==> config.mk <==
export PLATFORM = sky130hd
export DESIGN_NAME = fifo_wr_arbiter
export DESIGN_NICKNAME = d
export VERILOG_FILES = /design/src/rtl/fifo_wr_arbiter.sv
export SDC_FILE = /design/constraint.sdc
export NUM_CORES = 1
export LEC_CHECK = 0
export CORE_MARGIN = 3
export CORE_UTILIZATION = 39
export CTS_CLUSTER_SIZE = 8
export DETAILED_ROUTE_END_ITERATION = 8
export PLACE_DENSITY = 0.86
export SLEW_MARGIN = 15
export SYNTH_ARGS = -nofsm -noshare
export SYNTH_HDL_FRONTEND = slang
export SYNTH_SLANG_ARGS = --single-unit
==> constraint.sdc <==
create_clock -name clk_i -period 4.06 [get_ports clk_i]
set_clock_uncertainty 0.1 [all_clocks]
set_input_delay 0.812 -clock clk_i [delete_from_list [all_inputs] [get_ports clk_i]]
set_output_delay 0.812 -clock clk_i [all_outputs]
set_load 0.05 [all_outputs]
==> src/rtl/fifo_wr_arbiter.sv <==
// Round-robin arbiter sharing one sync_fifo write port between N_REQ requesters.
// Each grant issues a one-cycle write strobe followed by a SETTLE-cycle low gap.
module fifo_wr_arbiter #(
  parameter int unsigned N_REQ  = 4,
  parameter int unsigned WIDTH  = 16,
  parameter int unsigned SETTLE = 2
) (
  input  logic                       clk_i,
  input  logic                       rstn_i,
  input  logic [N_REQ-1:0]           req_i,
  input  logic [N_REQ*WIDTH-1:0]     data_i,
  output logic [N_REQ-1:0]           ack_o,
  output logic                       fifo_wr_o,
  output logic [WIDTH-1:0]           fifo_din_o,
  input  logic                       fifo_full_i,
  output logic [$clog2(N_REQ)-1:0]   grant_o,
  output logic                       busy_o
);

  localparam int unsigned GW = $clog2(N_REQ);
  localparam int unsigned CW = (SETTLE > 1) ? $clog2(SETTLE) : 1;

  typedef enum logic [1:0] {StIdle, StWr, StGap} state_e;

  state_e           state_q, state_d;
  logic [GW-1:0]    grant_q, grant_d;
  logic [GW-1:0]    last_q, last_d;
  logic [WIDTH-1:0] din_q, din_d;
  logic [CW-1:0]    cnt_q, cnt_d;

  logic [WIDTH-1:0] data_arr [N_REQ];
  logic [GW-1:0]    winner;

  for (genvar k = 0; k < N_REQ; k++) begin : g_unpack
    assign data_arr[k] = data_i[k*WIDTH +: WIDTH];
  end

  // Search starts just after the previous winner and wraps, so the last
  // requester served has the lowest priority next time.
  always_comb begin
    logic          found;
    int unsigned   idx;
    logic [GW-1:0] cand;
    winner = '0;
    found  = 1'b0;
    idx    = 0;
    cand   = '0;
    for (int unsigned i = 1; i <= N_REQ; i++) begin
      idx  = (32'(last_q) + i) % N_REQ;
      cand = GW'(idx);
      if (!found && req_i[cand]) begin
        found  = 1'b1;
        winner = cand;
      end
    end
  end

  always_comb begin
    state_d   = state_q;
    grant_d   = grant_q;
    last_d    = last_q;
    din_d     = din_q;
    cnt_d     = cnt_q;
    fifo_wr_o = 1'b0;
    ack_o     = '0;
    unique case (state_q)
      StIdle: begin
        if (|req_i && !fifo_full_i) begin
          grant_d = winner;
          din_d   = data_arr[winner];
          state_d = StWr;
        end
      end
      StWr: begin
        fifo_wr_o       = 1'b1;
        ack_o[grant_q]  = 1'b1;
        last_d          = grant_q;
        cnt_d           = CW'(SETTLE - 1);
        state_d         = StGap;
      end
      StGap: begin
        // Strobe held low so the FIFO edge detector and full flag settle.
        if (cnt_q == '0) begin
          state_d = StIdle;
        end else begin
          cnt_d = cnt_q - CW'(1);
        end
      end
      default: state_d = StIdle;
    endcase
  end

  always_ff @(posedge clk_i) begin
    if (!rstn_i) begin
      state_q <= StIdle;
      grant_q <= '0;
      last_q  <= GW'(N_REQ - 1);
      din_q   <= '0;
      cnt_q   <= '0;
    end else begin
      state_q <= state_d;
      grant_q <= grant_d;
      last_q  <= last_d;
      din_q   <= din_d;
      cnt_q   <= cnt_d;
    end
  end

  assign grant_o    = grant_q;
  assign fifo_din_o = din_q;
  assign busy_o     = (state_q != StIdle);

endmodule

==> run_1/placed.png <==
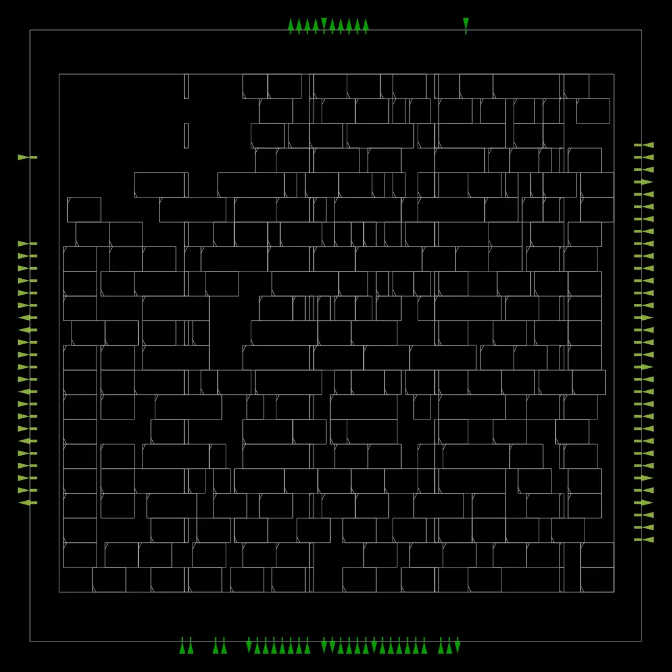
register share of the cell area: 0.186
final standard cell count with taps included and fillers excluded: 283
fin util: 0.707
core area: 0.00349 sq mm

==> run_1/m3.png <==
Scale bar: 20 um.
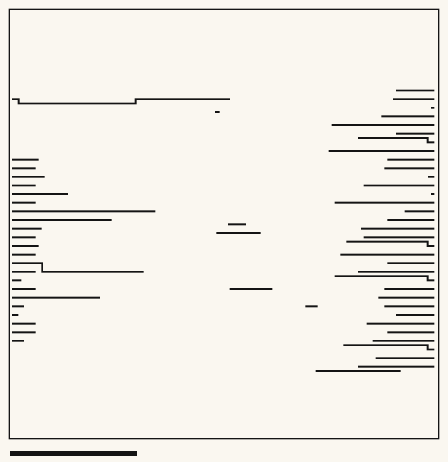
main direction: horizontal
longest straight run: 22.3 um
wire length on this layer: 502 um
share of all routed wire: 12%
nets with wire on the layer: 59

==> metrics.cfg, run 1 <==
[worst_hold_path]
min_from = fifo_din_o[15]
min_delay_worst_endpoint = fifo_din_o[15]
instance_count_along_the_most_critical_hold_path = 2
holdCritPathClass = reg2reg

[cells_and_area]
seqCellArea_sq_um = 460
flow.area_growth_from_synthesis_pct = 68.0
lay_top_cells = 94 x clkdlybuf4s50_1, 35 x mux2i_1, 23 x dfxtp_1
final_cell_area_sq_mm = 0.00247
layout_top_cell = clkdlybuf4s50_1
n_multi_input_combinational_cell = 110
top_area_cell_class = buffers
comb_area_share = 0.380
bufAreaShareNonClock = 0.387
antenna-diode-count = 0
fillerInstances = 283
inv_count = 4
largest_register_ffs = 16
final_net_count = 313

[critical_path]
r2r-start = state_q[1]
critPathMaxFanout = 20
worstPathRequired_ns = 4.07
top_cell_family_by_delay_on_the_critical_path = simple AND/OR/NAND/NOR gates
worst_path_cell_trace = clkdlybuf4s50_1, nor4_1, nor3_2, and2_1, a221oi_1
reg2reg_slack_ns = 1.35
crit_path_end_kind = flop
cpMaxStageDelayCell = and2_1
rr_endpoint = fifo_din_o[4]
reg2reg_depth = 6
worst_setup_path_endpoint = fifo_din_o[4]
slowest_delay_ns = 0.78
setup.worst_path.class = in2reg
arrival_ns = 3.21
timing.critical_path.from = req_i[3]
cp.buffers_inverters = 1

[floorplan]
top_level_ports = 95
floorplan.die.width_um = 67.4
floorplan.rows = 21
die_area_sq_mm = 0.00455
init_core_util = 0.421
die_h_um = 67.4

[yosys]
synth-simple-area-share = 0.113
synthArstFlopShare = 0
top_comb_family_area = AND-OR/OR-AND gates
ff_type = dfxtp_1
topCellsByArea = dfxtp_1 31%, mux2i_1 24%, a221oi_2 10%
yosys.area.top_type = dfxtp_1
synth_top_cell_by_count = mux2i_1
post_synth.cell_area_avg_sq_um = 10.0
yosys_cells = 147
synthesized_instance_count = 147
ys_types = 32
floorplan.nets = 222
synth.top_cells.by_count = 35 x mux2i_1, 23 x dfxtp_1, 16 x o21ai_0, 10 x a221oi_2, 6 x nand2_1
yosysWarningCount = 0
edf_count = 0
synth-area-yosys_sq_mm = 0.00147
mux_area_frac = 0.238
number_of_storage_elements_in_the_synthesis_netlist = 23
seq_area_frac_synth = 0.313
synth-adder-area-share = 0.0340
synthXorXnorAreaFrac = 0

[power_and_ir_drop]
worst_ir_drop_vdd_v = 0.000175
comb-power_mw = 0.592
share_of_power_burned_in_the_clock_network = 0.135
power_switching_share = 0.429
clock_net_power_mw = 0.141
power_frac_comb = 0.570
power_frac_seq = 0.294
power_mw = 1.04
p_leak_nw = 1.03
total_switching_power_mw = 0.446
cellInternalPower_mw = 0.593
top_power_group = combinational cells

[sta]
hold_ws_ns = 0.423
final-max-slew-violation-count = 0
maxClockFrequency_ghz = 0.312
finalSetupViolations = 0
post-route-min-period_ns = 3.20
finalClockPeriodUsage = 0.788
report.final.hold_viol_count = 0
fin_ws_ns = 0.860
tns_setup_ns = 0
grt_setup_unrepaired = false

[drt]
top_layer_used = met4
wirelength_met1_um = 1740
drt_first_pass_iters = 4
drt_iter0_drc = 44
routed_wire_length_on_met2_um = 1990
antenna_left = 0
detailroute.via_count = 1488
vias_per_inst = 5.26
detail_route.wl_per_cell_um = 15.1
route.final.wire_length_um = 4280

[global_route]
grtUsageMet2 = 0.334
grtUsageMet1 = 0.222
grt_start_max_net_pins = 34
met3_usage = 0.0682
grt_util_all_layers = 0.192
first_global_vias = 1459
initial_antenna_violation_count = 0
grt_pass1_wl_um = 6610

[job]
log.warning_count = 29
timing.max_cap.violations = 0

[clock_network]
cts-hold-fix-buffers = 0
tritoncts = yes
clock_latency_ns = 0.26
cts.path.max_buffers = 2
clk_pin_slew_worst_paths_ns = 0.08
cts_num_sinks = 23
cts-root-buf = clkbuf_8
post_cts_buffers = 0
ctsHtreeMaxLevel = 1
cts_buffers = 3
cts_resized = 0

[place]
place_worst_setup_slack_ns = 0.590
placed_cells_incl_taps = 279
postPlaceCellArea_sq_mm = 0.00243
place_congestion = 0.798

[outcome]
outcome = completed

==> run_1/sizing.png <==
Scale bar: 20 um.
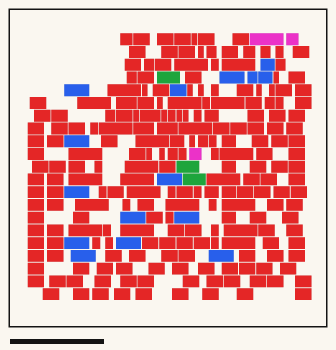
| colour | size | cells | most used |
|---|---|---|---|
| green | x6 and larger | 3 | clkbuf_8 |
| magenta | x3 and x4 | 3 | buf_4 |
| red | x1 and smaller | 216 | clkdlybuf4s50_1 |
| blue | x2 | 15 | a221oi_2 |

--- run 2 (diff from run 1) ---
Settings changed: CORE_UTILIZATION 39 to 36, PLACE_DENSITY 0.86 to 0.8.
Clock period 4.06 ns to 3.24 ns, I/O delays scaled along.
==> run_2/pinout.png <==
Scale bar: 20 um. Pins as bars across the die edge, other pins in grey.
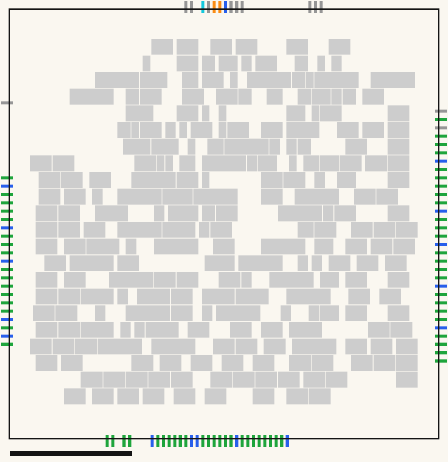
| colour | port | pins | direction | edge |
|---|---|---|---|---|
| green | data_i | 64 | input | 24 bottom, 24 right, 16 left |
| blue | fifo_din_o | 16 | output | 5 bottom, 5 left, 5 right, 1 top |
| orange | grant_o | 2 | output | top |
| cyan | fifo_wr_o | 1 | output | top |
all pins by edge: 31 right, 29 bottom, 22 left, 13 top

==> run_2/layers.png <==
Scale bar: 20 um.
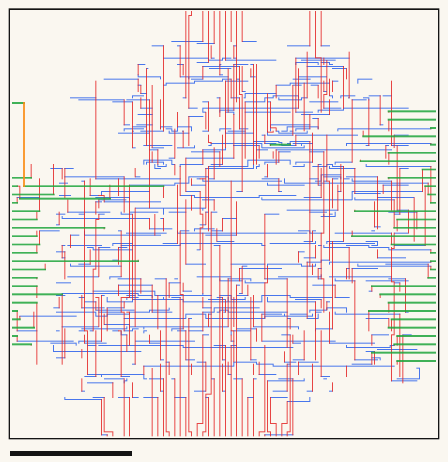
| colour | layer | wire length |
|---|---|---|
| blue | M1 | 1,820 um |
| red | M2 | 1,870 um |
| orange | M4 | 13.6 um |
| green | M3 | 337 um |

==> run 2 against run 1 <==
Net effect:
- register-to-register slack gained 0.10 ns
- sequential share of layout area shrank 0.25 points
- area after synthesis is the same
- synthesized cell count is the same
- sequential cell count is the same
- clock-buffer cell count shrank 1
- clock power grew 26%
- setup slack lost 0.41 ns
- total power grew 26%
- critical path depth shrank 1
- first-iteration DRC count grew 36%
- critical path type is now reg2out
- largest cell class unchanged
==> metrics.cfg, run 2 <==
[place]
placed_cells_incl_taps = 283
postPlaceCellArea_sq_mm = 0.00246
place_worst_setup_slack_ns = 0.511
place_congestion = 0.719

[floorplan]
core_area_sq_mm = 0.00380
floorplan.die.width_um = 69.9
die_area_sq_mm = 0.00489
top_level_ports = 95
init_core_util = 0.387
die_h_um = 69.9

[worst_hold_path]
holdCritPathClass = reg2reg
instance_count_along_the_most_critical_hold_path = 1
min_from = cnt_q
min_delay_worst_endpoint = cnt_q

[drt]
detailroute.via_count = 1453
drt_first_pass_iters = 4
detail_route.wl_per_cell_um = 14.1
antenna_left = 0
post-route-drc-count = 0
routed_wire_length_on_met2_um = 1870
route.final.wire_length_um = 4030
wirelength_met1_um = 1820
vias_per_inst = 5.06
top_layer_used = met4

[cells_and_area]
final_net_count = 315
inv_count = 4
clock_buffer_count = 3
comb_area_share = 0.374
seqCellArea_sq_um = 460
final_cell_area_sq_mm = 0.00251
largest_register_ffs = 16
final_standard_cell_count_with_taps_included_and_fillers_excluded = 287
antenna-diode-count = 0
bufAreaShareNonClock = 0.392
register_share_of_the_cell_area = 0.184
buffers_excl_clock = 98
clock_tree_area_fraction = 0.0195
top_area_cell_class = buffers
n_multi_input_combinational_cell = 110
fin_util = 0.660
layout_top_cell = clkdlybuf4s50_1

[yosys]
edf_count = 0
topCellsByArea = dfxtp_1 31%, mux2i_1 24%, a221oi_2 10%
synth_top_cell_by_count = mux2i_1
synthesized_instance_count = 147
number_of_storage_elements_in_the_synthesis_netlist = 23
synth-simple-area-share = 0.113
netlist.area_leader.share = 0.313
mux_area_frac = 0.238
post_synth.cell_area_avg_sq_um = 10.0
yosysWarningCount = 0
yosys_cells = 147
floorplan.nets = 222
seq_area_frac_synth = 0.313
synth-area-yosys_sq_mm = 0.00147
synth.top_cells.by_count = 35 x mux2i_1, 23 x dfxtp_1, 16 x o21ai_0, 10 x a221oi_2, 6 x nand2_1
top_comb_family_area = AND-OR/OR-AND gates
ff_type = dfxtp_1
synthArstFlopShare = 0
synth-adder-area-share = 0.0340
synthXorXnorAreaFrac = 0

[critical_path]
arrival_ns = 2.04
reg2reg_depth = 6
worst_setup_path_endpoint = ack_o[0]
rr_endpoint = grant_o[1]
cp.buffers_inverters = 2
worst_path_cell_trace = inv_1, ha_1, nor3b_1, clkdlybuf4s50_1
reg2reg_slack_ns = 1.45
slowest_delay_ns = 0.83
critPathMaxFanout = 8
r2r-start = last_q[1]
setup.worst_path.class = reg2out
timing.critical_path.from = state_q[1]
worstPathRequired_ns = 2.49
crit_path_end_kind = output pin
cpMaxStageDelayCell = clkdlybuf4s50_1
top_cell_family_by_delay_on_the_critical_path = buffers and inverters

[clock_network]
cts_buffers = 3
tritoncts = yes
post_cts_buffers = 0
cts-root-buf = clkbuf_8
cts.path.max_buffers = 2
clock_latency_ns = 0.26
cts_num_sinks = 23
cts_resized = 0
ctsHtreeMaxLevel = 1
clk_pin_slew_worst_paths_ns = 0.08

[power_and_ir_drop]
clock_net_power_mw = 0.178
comb-power_mw = 0.748
total_switching_power_mw = 0.556
power.density_mw_per_mm2 = 522
share_of_power_burned_in_the_clock_network = 0.136
power_mw = 1.31
top_power_group = combinational cells
power_frac_comb = 0.572
worst_ir_drop_vdd_v = 0.000244
p_leak_nw = 1.05
power_frac_seq = 0.292
cellInternalPower_mw = 0.753
power_switching_share = 0.425

[global_route]
initial_antenna_violation_count = 0
grt_util_all_layers = 0.162
met3_usage = 0.0504
grt_start_max_net_pins = 34
grtUsageMet1 = 0.211
grtUsageMet2 = 0.272
first_global_vias = 1431
grt_pass1_wl_um = 6680

[job]
log.warning_count = 29
timing.max_cap.violations = 0

[sta]
hold_ws_ns = 0.404
maxClockFrequency_ghz = 0.359
grt_setup_unrepaired = false
report.final.hold_viol_count = 0
fin_ws_ns = 0.453
final-max-slew-violation-count = 0
finalSetupViolations = 0
tns_setup_ns = 0
post-route-min-period_ns = 2.79
finalClockPeriodUsage = 0.860

[outcome]
outcome = completed

==> run_2/placed.png <==
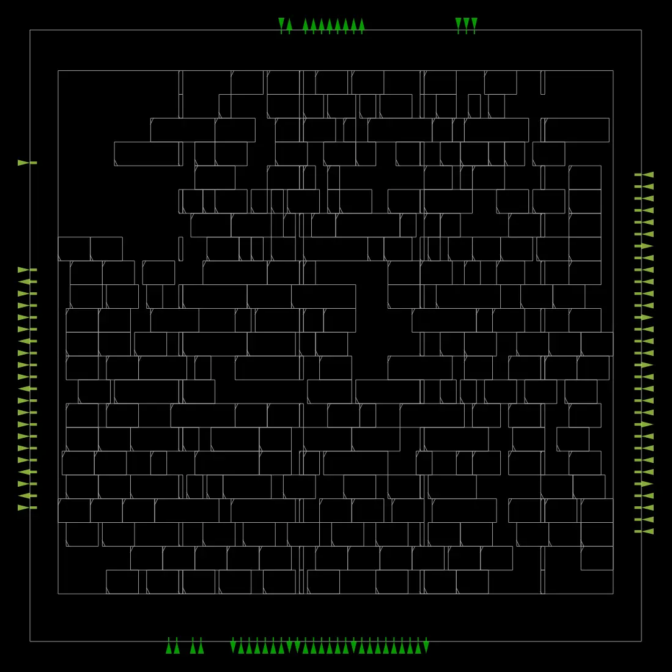
row count: 22
fill cell total of the finished layout: 335
tap cells: 48

No activity file was given, so power comes from the tool's default toggle rates.
